File: src/rtl/frame_buffer_start_ctrl_pkg.sv
// Shared constants and FSM state encoding for the frame buffer start/stop controller.
package frame_buffer_start_ctrl_pkg;

    localparam int LEADER_BYTES_DEF        = 52;
    localparam int TRAILER_BYTES_DEF       = 32;
    localparam int CHUNK_TRAILER_BYTES_DEF = 36;
    localparam int FRAME_CNT_WIDTH         = 16;

    typedef enum logic [1:0] {
        ST_IDLE       = 2'd0,
        ST_WAIT_LOW   = 2'd1,
        ST_WAIT_FRAME = 2'd2,
        ST_IN_FRAME   = 2'd3
    } state_t;

endpackage

File: src/rtl/frame_buffer_start_ctrl_if.sv
// Capture-side bundle between the sensor front end (master) and the start controller (slave).
interface frame_buffer_start_ctrl_if #(
    parameter int PTR_WIDTH        = 2,
    parameter int FRAME_SIZE_WIDTH = 22
);
    logic                        i_fval;
    logic                        i_start_full_frame;
    logic                        i_start_quick;
    logic                        i_chunk_mode_active;
    logic [PTR_WIDTH-1:0]        iv_frame_depth;
    logic [FRAME_SIZE_WIDTH-1:0] iv_frame_size_byte;

    logic                        o_fval;
    logic                        o_frame_start;
    logic                        o_frame_done;
    logic                        o_flush;
    logic                        o_size_err;
    logic [PTR_WIDTH-1:0]        ov_frame_depth;
    logic [FRAME_SIZE_WIDTH-1:0] ov_frame_size;
    logic [15:0]                 ov_frame_cnt;

    modport master (
        output i_fval, i_start_full_frame, i_start_quick, i_chunk_mode_active,
               iv_frame_depth, iv_frame_size_byte,
        input  o_fval, o_frame_start, o_frame_done, o_flush, o_size_err,
               ov_frame_depth, ov_frame_size, ov_frame_cnt
    );

    modport slave (
        input  i_fval, i_start_full_frame, i_start_quick, i_chunk_mode_active,
               iv_frame_depth, iv_frame_size_byte,
        output o_fval, o_frame_start, o_frame_done, o_flush, o_size_err,
               ov_frame_depth, ov_frame_size, ov_frame_cnt
    );
endinterface

File: src/rtl/frame_buffer_start_ctrl_fval_edge_detect.sv
// One-cycle delayed copy of frame valid with rise/fall strobes against the live input.
module fval_edge_detect (
    input  logic clk,
    input  logic reset,
    input  logic fval,
    output logic rise,
    output logic fall
);
    logic fval_d_reg;

    always_ff @(posedge clk or posedge reset) begin
        if (reset) begin
            fval_d_reg <= 1'b0;
        end else begin
            fval_d_reg <= fval;
        end
    end

    assign rise = fval & ~fval_d_reg;
    assign fall = ~fval & fval_d_reg;
endmodule

File: src/rtl/frame_buffer_start_ctrl.sv
// Gates sensor frame valid so the buffer sees whole frames only; latches depth/size per frame.
// Build option: CHUNK_MODE_EN lets i_chunk_mode_active pick the longer chunk trailer.
module frame_buffer_start_ctrl
    import frame_buffer_start_ctrl_pkg::*;
#(
    parameter int PTR_WIDTH           = 2,
    parameter int FRAME_SIZE_WIDTH    = 22,
    parameter int LEADER_BYTES        = LEADER_BYTES_DEF,
    parameter int TRAILER_BYTES       = TRAILER_BYTES_DEF,
    parameter int CHUNK_TRAILER_BYTES = CHUNK_TRAILER_BYTES_DEF
) (
    input  logic                   clk,
    input  logic                   reset,
    frame_buffer_start_ctrl_if.slave bus
);

`ifdef CHUNK_MODE_EN
    localparam bit CHUNK_EN = 1'b1;
`else
    localparam bit CHUNK_EN = 1'b0;
`endif

    localparam logic [FRAME_SIZE_WIDTH-1:0] SUB_PLAIN =
        FRAME_SIZE_WIDTH'(LEADER_BYTES + TRAILER_BYTES);
    localparam logic [FRAME_SIZE_WIDTH-1:0] SUB_CHUNK =
        FRAME_SIZE_WIDTH'(LEADER_BYTES + CHUNK_TRAILER_BYTES);

    state_t                        state_reg;
    logic                          fval_out_reg;
    logic                          start_reg;
    logic                          done_reg;
    logic                          flush_reg;
    logic                          size_err_reg;
    logic [PTR_WIDTH-1:0]          depth_reg;
    logic [FRAME_SIZE_WIDTH-1:0]   size_reg;
    logic [FRAME_CNT_WIDTH-1:0]    cnt_reg;

    logic                          enable;
    logic                          rise;
    logic                          fall;
    logic [FRAME_SIZE_WIDTH-1:0]   sub_bytes;
    logic                          size_short;
    logic [FRAME_SIZE_WIDTH-1:0]   size_next;
    logic [PTR_WIDTH-1:0]          depth_next;

    fval_edge_detect u_fval_edge (
        .clk   (clk),
        .reset (reset),
        .fval  (bus.i_fval),
        .rise  (rise),
        .fall  (fall)
    );

    assign enable = bus.i_start_full_frame & bus.i_start_quick;

    // Values that would be captured if a frame starts this cycle.
    always_comb begin
        sub_bytes  = (CHUNK_EN && bus.i_chunk_mode_active) ? SUB_CHUNK : SUB_PLAIN;
        size_short = bus.iv_frame_size_byte < sub_bytes;
        size_next  = size_short ? '0 : bus.iv_frame_size_byte - sub_bytes;
        depth_next = (bus.iv_frame_depth == '0) ? PTR_WIDTH'(1) : bus.iv_frame_depth;
    end

    always_ff @(posedge clk or posedge reset) begin
        if (reset) begin
            state_reg    <= ST_IDLE;
            fval_out_reg <= 1'b0;
            start_reg    <= 1'b0;
            done_reg     <= 1'b0;
            flush_reg    <= 1'b0;
            size_err_reg <= 1'b0;
            depth_reg    <= PTR_WIDTH'(1);
            size_reg     <= '0;
            cnt_reg      <= '0;
        end else begin
            start_reg    <= 1'b0;
            done_reg     <= 1'b0;
            flush_reg    <= 1'b0;
            fval_out_reg <= 1'b0;
            case (state_reg)
                // A frame already in progress when enabled must drain before we arm.
                ST_IDLE: begin
                    if (enable) begin
                        state_reg <= bus.i_fval ? ST_WAIT_LOW : ST_WAIT_FRAME;
                    end
                end
                ST_WAIT_LOW: begin
                    if (!enable) begin
                        state_reg <= ST_IDLE;
                    end else if (!bus.i_fval) begin
                        state_reg <= ST_WAIT_FRAME;
                    end
                end
                ST_WAIT_FRAME: begin
                    if (!enable) begin
                        state_reg <= ST_IDLE;
                    end else if (rise) begin
                        state_reg    <= ST_IN_FRAME;
                        fval_out_reg <= 1'b1;
                        start_reg    <= 1'b1;
                        depth_reg    <= depth_next;
                        size_reg     <= size_next;
                        size_err_reg <= size_short;
                    end
                end
                // End of frame wins over a simultaneous quick stop.
                ST_IN_FRAME: begin
                    if (fall) begin
                        done_reg  <= 1'b1;
                        cnt_reg   <= cnt_reg + FRAME_CNT_WIDTH'(1);
                        state_reg <= enable ? ST_WAIT_FRAME : ST_IDLE;
                    end else if (!bus.i_start_quick) begin
                        flush_reg <= 1'b1;
                        state_reg <= ST_IDLE;
                    end else begin
                        fval_out_reg <= bus.i_fval;
                    end
                end
                default: state_reg <= ST_IDLE;
            endcase
        end
    end

    assign bus.o_fval         = fval_out_reg;
    assign bus.o_frame_start  = start_reg;
    assign bus.o_frame_done   = done_reg;
    assign bus.o_flush        = flush_reg;
    assign bus.o_size_err     = size_err_reg;
    assign bus.ov_frame_depth = depth_reg;
    assign bus.ov_frame_size  = size_reg;
    assign bus.ov_frame_cnt   = cnt_reg;

endmodule
File: src/flat_wrapper.sv
// flat-port wrapper written by rule: the top's interface ports become plain ports
module frame_buffer_start_ctrl_flat import frame_buffer_start_ctrl_pkg::*;
#(
    parameter int PTR_WIDTH           = 2,
    parameter int FRAME_SIZE_WIDTH    = 22,
    parameter int LEADER_BYTES        = LEADER_BYTES_DEF,
    parameter int TRAILER_BYTES       = TRAILER_BYTES_DEF,
    parameter int CHUNK_TRAILER_BYTES = CHUNK_TRAILER_BYTES_DEF
)
  (clk, reset, bus_i_fval, bus_i_start_full_frame, bus_i_start_quick, bus_i_chunk_mode_active, bus_iv_frame_depth, bus_iv_frame_size_byte, bus_o_fval, bus_o_frame_start, bus_o_frame_done, bus_o_flush, bus_o_size_err, bus_ov_frame_depth, bus_ov_frame_size, bus_ov_frame_cnt);
  frame_buffer_start_ctrl_if #(.PTR_WIDTH(PTR_WIDTH), .FRAME_SIZE_WIDTH(FRAME_SIZE_WIDTH)) bus_i ();
  input  logic clk;
  input  logic reset;
  input wire logic [$bits(bus_i.i_fval)-1:0] bus_i_fval;
  input wire logic [$bits(bus_i.i_start_full_frame)-1:0] bus_i_start_full_frame;
  input wire logic [$bits(bus_i.i_start_quick)-1:0] bus_i_start_quick;
  input wire logic [$bits(bus_i.i_chunk_mode_active)-1:0] bus_i_chunk_mode_active;
  input wire logic [$bits(bus_i.iv_frame_depth)-1:0] bus_iv_frame_depth;
  input wire logic [$bits(bus_i.iv_frame_size_byte)-1:0] bus_iv_frame_size_byte;
  output wire logic [$bits(bus_i.o_fval)-1:0] bus_o_fval;
  output wire logic [$bits(bus_i.o_frame_start)-1:0] bus_o_frame_start;
  output wire logic [$bits(bus_i.o_frame_done)-1:0] bus_o_frame_done;
  output wire logic [$bits(bus_i.o_flush)-1:0] bus_o_flush;
  output wire logic [$bits(bus_i.o_size_err)-1:0] bus_o_size_err;
  output wire logic [$bits(bus_i.ov_frame_depth)-1:0] bus_ov_frame_depth;
  output wire logic [$bits(bus_i.ov_frame_size)-1:0] bus_ov_frame_size;
  output wire logic [$bits(bus_i.ov_frame_cnt)-1:0] bus_ov_frame_cnt;
  assign bus_i.i_fval = bus_i_fval;
  assign bus_i.i_start_full_frame = bus_i_start_full_frame;
  assign bus_i.i_start_quick = bus_i_start_quick;
  assign bus_i.i_chunk_mode_active = bus_i_chunk_mode_active;
  assign bus_i.iv_frame_depth = bus_iv_frame_depth;
  assign bus_i.iv_frame_size_byte = bus_iv_frame_size_byte;
  assign bus_o_fval = bus_i.o_fval;
  assign bus_o_frame_start = bus_i.o_frame_start;
  assign bus_o_frame_done = bus_i.o_frame_done;
  assign bus_o_flush = bus_i.o_flush;
  assign bus_o_size_err = bus_i.o_size_err;
  assign bus_ov_frame_depth = bus_i.ov_frame_depth;
  assign bus_ov_frame_size = bus_i.ov_frame_size;
  assign bus_ov_frame_cnt = bus_i.ov_frame_cnt;
  frame_buffer_start_ctrl #(.PTR_WIDTH(PTR_WIDTH), .FRAME_SIZE_WIDTH(FRAME_SIZE_WIDTH), .LEADER_BYTES(LEADER_BYTES), .TRAILER_BYTES(TRAILER_BYTES), .CHUNK_TRAILER_BYTES(CHUNK_TRAILER_BYTES)) u_core (.clk(clk), .reset(reset), .bus(bus_i));
endmodule
File: config.mk
export PLATFORM = sky130hd
export DESIGN_NAME = frame_buffer_start_ctrl_flat
export DESIGN_NICKNAME = d
export VERILOG_FILES = /design/src/rtl/frame_buffer_start_ctrl_pkg.sv /design/src/rtl/frame_buffer_start_ctrl_if.sv /design/src/rtl/frame_buffer_start_ctrl_fval_edge_detect.sv /design/src/rtl/frame_buffer_start_ctrl.sv /design/src/flat_wrapper.sv
export SDC_FILE = /design/constraint.sdc
export NUM_CORES = 1
export LEC_CHECK = 0
export ABC_AREA = 0
export CORE_MARGIN = 2
export CORE_UTILIZATION = 35
export DETAILED_ROUTE_END_ITERATION = 10
export PLACE_DENSITY = 0.69
export SKIP_LAST_GASP = 1
export SLEW_MARGIN = 25
export SYNTH_ARGS = -nofsm -noshare
export SYNTH_HDL_FRONTEND = slang
export SYNTH_SLANG_ARGS = --single-unit
export TNS_END_PERCENT = 10
File: constraint.sdc
create_clock -name clk -period 2.1 [get_ports clk]
set_input_delay 0.42 -clock clk [delete_from_list [all_inputs] [get_ports clk]]
set_output_delay 0.42 -clock clk [all_outputs]
set_load 0.05 [all_outputs]
==> flow_summary.yaml <==
# synthesis and place-and-route metrics
detailed_routing:
  highest_layer: "met4"
  vias: 2028
  first_iter_violations: 87
  viasPerCell: 4.90
  wire_per_inst_um: 13.1
  firstDrtPassIters: 4
  totalWireLength_mm: 5.43
  met1Wirelength_mm: 2.54
  drc: 0
floorplan:
  chipArea_mm2: 0.00721
  die_x_um: 84.9
  initial_core_util_pct: 36.1
  ios: 75
  rows: 29
  core_mm2: 0.00635
synth:
  ys_area_mm2: 0.00229
  async_flop_share_pct: 100
  yosysTopAreaCell: "dfrtp_1"
  syn_area_mm2: 0.00229
  synth_top_cell_by_count: "dfrtp_1"
  yosys-top-cells-count: "dfrtp_1 (47), nand2_1 (36), xnor2_1 (16), o21ai_0 (15), nor2_1 (13)"
  yosysTopAreaCellShare_pct: 51.3
  area_leaders: "dfrtp_1 (51%), xnor2_1 (6.1%), nand2_1 (5.9%)"
  ys_seq_elements: 48
  syn_area_per_cell_um2: 10.3
  ys_warn_count: 0
  ff_type: "dfrtp_1"
  synthCells: 222
  yosysCellCount: 222
  ys_types: 45
  synth_nets: 254
setup_path:
  path_max_fanout: 2
  cp.arrival_ns: 1.62
  crit_path_start_kind: "flop"
  cp-startpoint: "u_core.bus.ov_frame_depth[0]"
  path_class: "reg -> out"
  reg2reg_slack_ns: 0.25
  cp_slowest_cell: "clkdlybuf4s50_1"
  max_stage_delay_ns: 0.79
  critPathRequiredTime_ns: 1.68
  cp_cell_sequence: "clkdlybuf4s50_1"
  regToRegStartpoint: "u_core.state_reg[0]"
  worst-path-buf-inv: 1
  critPathCaptureType: "primary output"
  r2r_cells: 3
  cp_top_family: "buffers and inverters"
grt:
  grt_pass1_wl_mm: 9.15
  antenna_found_initial: 0
  grt_pass1_vias: 2074
clocking:
  clk_pin_slew_worst_paths_ns: 0.10
  clock_sinks: 48
  cts_setup_buffers: 0
  postCtsResizedCells: 0
  numCtsBuffers: 5
  cts_root_buffer: "clkbuf_8"
  cts_tree: "done"
  clk_path_buf_depth: 2
placement:
  gp_congestion: 0.848
  dp_hpwl_mm: 4.26
  io_buffers: 73
timing:
  rsz0062_at_grt: "yes"
  finalHoldViolCount: 0
  fin_tns_setup_ns: 0
  setup_viol: 0
  timing.final.crit_share_pct: 97.3
  max-slew-margin-rel_pct: 63.3
  fin_worst_skew_ns: 0.00428
  period_needed_ns: 2.04
  maxSlewViolCount: 0
  tightest_slew_ns: 0.549
cells_and_area:
  antennaDiodeCount: 0
  drive_above_1_share_pct: 17.8
  nets: 368
  largest_reg_flops: 22
  syn2layout_area_growth_pct: 52.8
pwr:
  power_density_mw_per_mm2: 615
  peakVddDrop_mv: 0.381
run_status:
  status: "finished, final reports clean"
flow_run:
  cap_viol_max_count: 0
  warning_count: 28
min_path:
  hold_class: "in -> async"
## how the worst max path moves through the flow
stage	end	slack, ns	cells after the start
floorplan	u_core.bus.ov_frame_size[10]	0.32	4
global placement	u_core.bus.ov_frame_size[13]	-0.23	5
detailed placement	u_core.bus.ov_frame_size[21]	-0.30	5
CTS	u_core.bus.ov_frame_size[21]	0.03	5
global route	u_core.bus.ov_frame_size[7]	-0.004	6
finish	bus_ov_frame_depth[0]	0.06	1
## cell usage in the layout (no fill, tap or decap), drive strengths merged, types with 3 or more instances in the layout
| cell type | netlist | layout |
|---|---|---|
| a31oi | 3 | 3 |
| and4 | 3 | 3 |
| buf | 3 | 40 |
| clkbuf | 3 | 5 |
| clkdlybuf4s50 | 0 | 73 |
| dfrtp | 47 | 47 |
| inv | 6 | 6 |
| nand2 | 37 | 37 |
| nand3 | 11 | 11 |
| nand4 | 4 | 4 |
| nor2 | 14 | 14 |
| nor2b | 3 | 3 |
| nor3 | 6 | 6 |
| nor4 | 3 | 3 |
| o21a | 3 | 3 |
| o21ai | 17 | 17 |
| o31ai | 6 | 6 |
| or3 | 3 | 3 |
| or4 | 3 | 3 |
| xnor2 | 16 | 16 |
| xor2 | 12 | 12 |
## cell type report
class,count,area (um2)
sequential,48,1200
timing repair buffer,113,1060
fill,593,2850
multi-input combinational,162,1030
tap,77,96.3
inverter,6,22.5
clock buffer,5,68.8
clock inverter,3,23.8
## routing by layer
metal / vias up / track usage [%]
met3: 8 / 3.50
met4: 0 / 6.64
met5: - / 0
met1: 966 / 19.6
li1: 998 / -
met2: 56 / 26.8
## kinds of logic after synthesis
family	synth area share, %
adder cells (fa/ha/maj)	1.09
AND/OR/NAND/NOR	22.3
flip-flops	52.5
XOR/XNOR	10.7
AND-OR/OR-AND	10.4
multiplexers	0.491
buffers and inverters	2.51
## power by group
group,switching [uW],internal [uW]
clock,330,236
sequential,38.8,985
combinational,337,226
total,705,1450
## per-stage QoR
stage,hold WS [ns],power (uW),instance area [um2],cells,setup slack (ns)
6_report,0.461,2150,3500,414,0.0575
2_1_floorplan,0.451,1340,2290,222,0.322
3_5_place_dp,0.473,1610,3410,406,-0.303
4_1_cts,0.474,2180,3500,414,0.0299
5_1_grt,0.503,2260,3500,414,-0.00379
3_3_place_gp,0.457,1600,3410,406,-0.228
**Register map, names as in the netlist**

Drawn at 6 px/um.
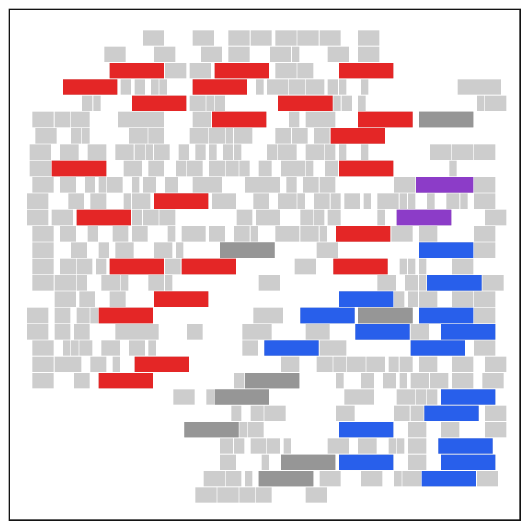
Key: red = `u_core.bus.ov_frame_size` [flops 22]; purple = `u_core.bus.ov_frame_depth` [flops 2]; blue = `u_core.bus.ov_frame_cnt` [flops 16]
Another 8 sequential cells are not colored.

**Supply network**

Drawn at 4 px/um. Pins as bars on the die edge.
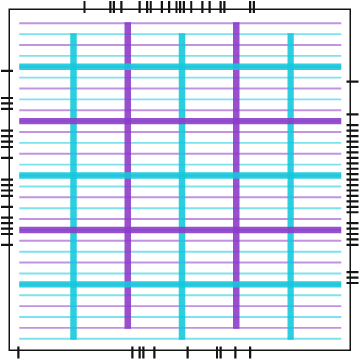
Key: cyan = VSS; purple = VDD
30 met1 rails follow the rows. 5 straps on met5.

**Routed clock nets over the placement**

Drawn at 6 px/um.
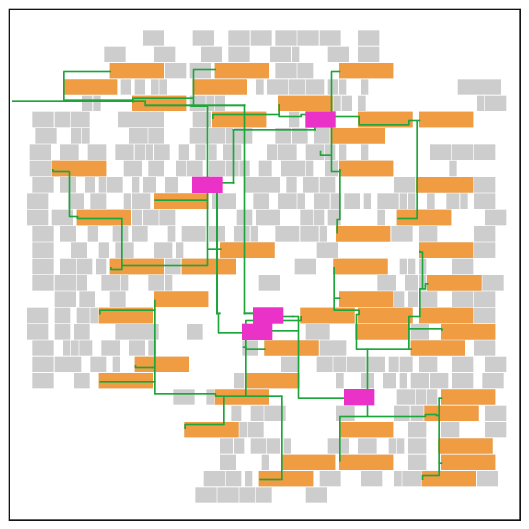
Key: green = clock wires [length 623 um]; orange = flip-flops [count 48]; magenta = clock drivers [count 5]
There are 6 routed clock nets.

No activity file was given, so power comes from the tool's default toggle rates.
